==> config.mk <==
export PLATFORM = sky130hd
export DESIGN_NAME = sr_reg_bank
export DESIGN_NICKNAME = d
export VERILOG_FILES = /design/src/rtl/sr_reg_bank.sv
export SDC_FILE = /design/constraint.sdc
export NUM_CORES = 1
export LEC_CHECK = 0
export ABC_AREA = 0
export CAP_MARGIN = 5
export CORE_ASPECT_RATIO = 0.9
export CORE_MARGIN = 1
export CORE_UTILIZATION = 40
export CTS_CLUSTER_SIZE = 14
export DETAILED_ROUTE_END_ITERATION = 12
export PLACE_DENSITY = 0.86
export SLEW_MARGIN = 30
export SYNTH_ARGS = -nofsm -noshare
export SYNTH_HDL_FRONTEND = slang
export SYNTH_SLANG_ARGS = --single-unit
==> constraint.sdc <==
create_clock -name clk -period 1.7 [get_ports clk]
set_input_delay 0.34 -clock clk [delete_from_list [all_inputs] [get_ports clk]]
set_output_delay 0.34 -clock clk [all_outputs]
set_load 0.01 [all_outputs]
==> src/rtl/sr_reg_bank.sv <==
// Clocked bank of SR storage elements with selectable S=R=1 resolution,
// per-channel change pulses, and sticky conflict tracking with a saturating count.
module sr_reg_bank #(
    parameter int unsigned             WIDTH   = 8,
    parameter int unsigned             MODE    = 0,
    parameter int unsigned             CNT_W   = 4,
    parameter logic [WIDTH-1:0]        RST_VAL = {WIDTH{1'b0}}
) (
    input  logic             clk,
    input  logic             rst,
    input  logic             en,
    input  logic [WIDTH-1:0] S,
    input  logic [WIDTH-1:0] R,
    input  logic             clr_err,
    output logic [WIDTH-1:0] Q,
    output logic [WIDTH-1:0] Qb,
    output logic [WIDTH-1:0] changed,
    output logic [WIDTH-1:0] conflict,
    output logic [CNT_W-1:0] conflict_cnt
);

    localparam logic [CNT_W-1:0] CNT_MAX = {CNT_W{1'b1}};

    typedef enum logic [1:0] {
        RES_RESET  = 2'd0,
        RES_SET    = 2'd1,
        RES_HOLD   = 2'd2,
        RES_TOGGLE = 2'd3
    } res_mode_e;

    localparam res_mode_e RES = res_mode_e'(MODE[1:0]);

    if (MODE > 3) begin : g_bad_mode
        $error("sr_reg_bank: MODE must be 0..3");
    end
    if (WIDTH < 1 || WIDTH > 32) begin : g_bad_width
        $error("sr_reg_bank: WIDTH must be 1..32");
    end
    if (CNT_W < 2 || CNT_W > 16) begin : g_bad_cnt
        $error("sr_reg_bank: CNT_W must be 2..16");
    end

    logic [WIDTH-1:0] q_q;
    logic [WIDTH-1:0] q_d;
    logic [WIDTH-1:0] changed_q;
    logic [WIDTH-1:0] changed_d;
    logic [WIDTH-1:0] conflict_q;
    logic [WIDTH-1:0] conflict_d;
    logic [CNT_W-1:0] cnt_q;
    logic [CNT_W-1:0] cnt_d;
    logic [WIDTH-1:0] both;
    logic [CNT_W-1:0] cnt_base;

    assign both = S & R;

    // Per-channel next state; a disabled bank simply holds.
    always_comb begin
        q_d = q_q;
        if (en) begin
            for (int i = 0; i < WIDTH; i++) begin
                unique case ({S[i], R[i]})
                    2'b00: q_d[i] = q_q[i];
                    2'b10: q_d[i] = 1'b1;
                    2'b01: q_d[i] = 1'b0;
                    2'b11: begin
                        unique case (RES)
                            RES_RESET:  q_d[i] = 1'b0;
                            RES_SET:    q_d[i] = 1'b1;
                            RES_HOLD:   q_d[i] = q_q[i];
                            RES_TOGGLE: q_d[i] = ~q_q[i];
                            default:    q_d[i] = q_q[i];
                        endcase
                    end
                    default: q_d[i] = q_q[i];
                endcase
            end
        end
    end

    assign changed_d = q_d ^ q_q;

    // Clear first, then fold in this edge's conflicts.
    always_comb begin
        conflict_d = clr_err ? '0 : conflict_q;
        cnt_base   = clr_err ? '0 : cnt_q;
        cnt_d      = cnt_base;
        if (en) begin
            conflict_d = conflict_d | both;
            if (|both && cnt_base != CNT_MAX) begin
                cnt_d = cnt_base + 1'b1;
            end
        end
    end

    always_ff @(posedge clk or posedge rst) begin
        if (rst) begin
            q_q        <= RST_VAL;
            changed_q  <= '0;
            conflict_q <= '0;
            cnt_q      <= '0;
        end else begin
            q_q        <= q_d;
            changed_q  <= changed_d;
            conflict_q <= conflict_d;
            cnt_q      <= cnt_d;
        end
    end

    assign Q            = q_q;
    assign Qb           = ~q_q;
    assign changed      = changed_q;
    assign conflict     = conflict_q;
    assign conflict_cnt = cnt_q;

endmodule

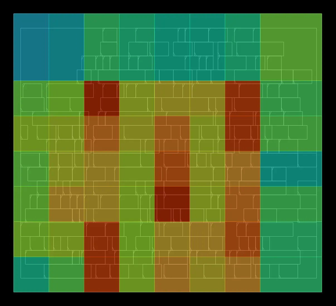
**Above:** congestion heat map.
Total Routing Usage GR: 21.27%
gr busiest metal: met2
met3 Track Usage GR: 4.255%
routing usage on met2: 40.84%
final core occ: 74.60%

==> summary.txt <==
fresh numbers from the pnr run: status=completed, I/O pin count=between 50 and 60, Commonest Layout Cell=clkdlybuf4s50_1, and+or+nand+nor area frac=between 10% and 20%, signal buffers share of area=38.53%, ys flop type=dfrtp_1, mapped cell area=about 1200 sq um, cell chain of the critical path=clkdlybuf4s50_1, DRT Wirelength=between 3 and 4 mm, RR Endpoint=conflict_cnt[1], Synth area leader=dfrtp_1, largest net degree at the start of global routing=33, Clock transition at path regs=~0.15 ns, largest cell class by area=buffers, number of setup buffers added after CTS=5, syn nets=about 140, Yosys Instances=116, R2R cell count=6, YS chip area=~1200 sq um, Top Layout Cells=clkdlybuf4s50_1 (45), buf_4 (33), dfrtp_1 (28), Hold Slack=0.3498 ns, DP Area=2003 sq um, max cap viols=0, tool warnings=26, routed metal-1 wire length=about 1.3 mm, comb area leader=AND-OR/OR-AND gates, met2 wire len=1.898 mm, combinational logic power=about 0.5 mW, Hold Vio Cnt, Final=0, Post-synth seq share=57.14%, Inserted Diodes=0, Final Slew Violations=0, Via Count=between 1000 and 1500, sequential cell area=700.7 sq um
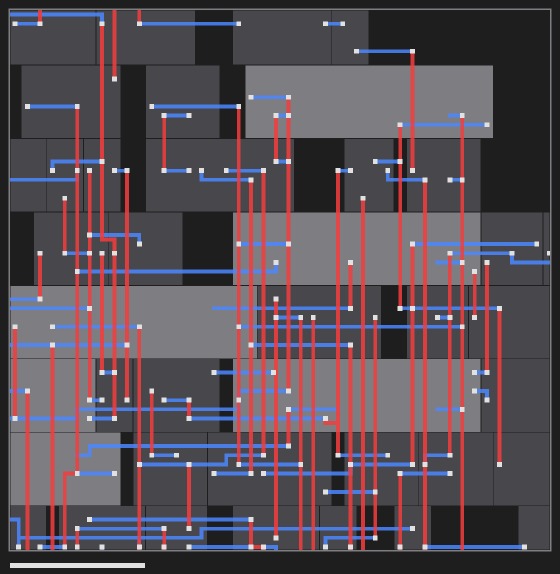
**Above:** zoomed window.
Scale bar: 5 um. Window x 35 to 55, y 31 to 51 um. Cells in gray, sequential cells in the stronger gray; small squares are vias.
layer	color
met2	red
met1	blue
cells with their middle in the window	34
netlist names of flops here include	conflict_cnt (3), changed (1)
most frequent	clkdlybuf4s50_1 (6), buf_4 (6), dfrtp_1 (4)
sequential cells in the window	4

Power and IR drop assume default switching activity.
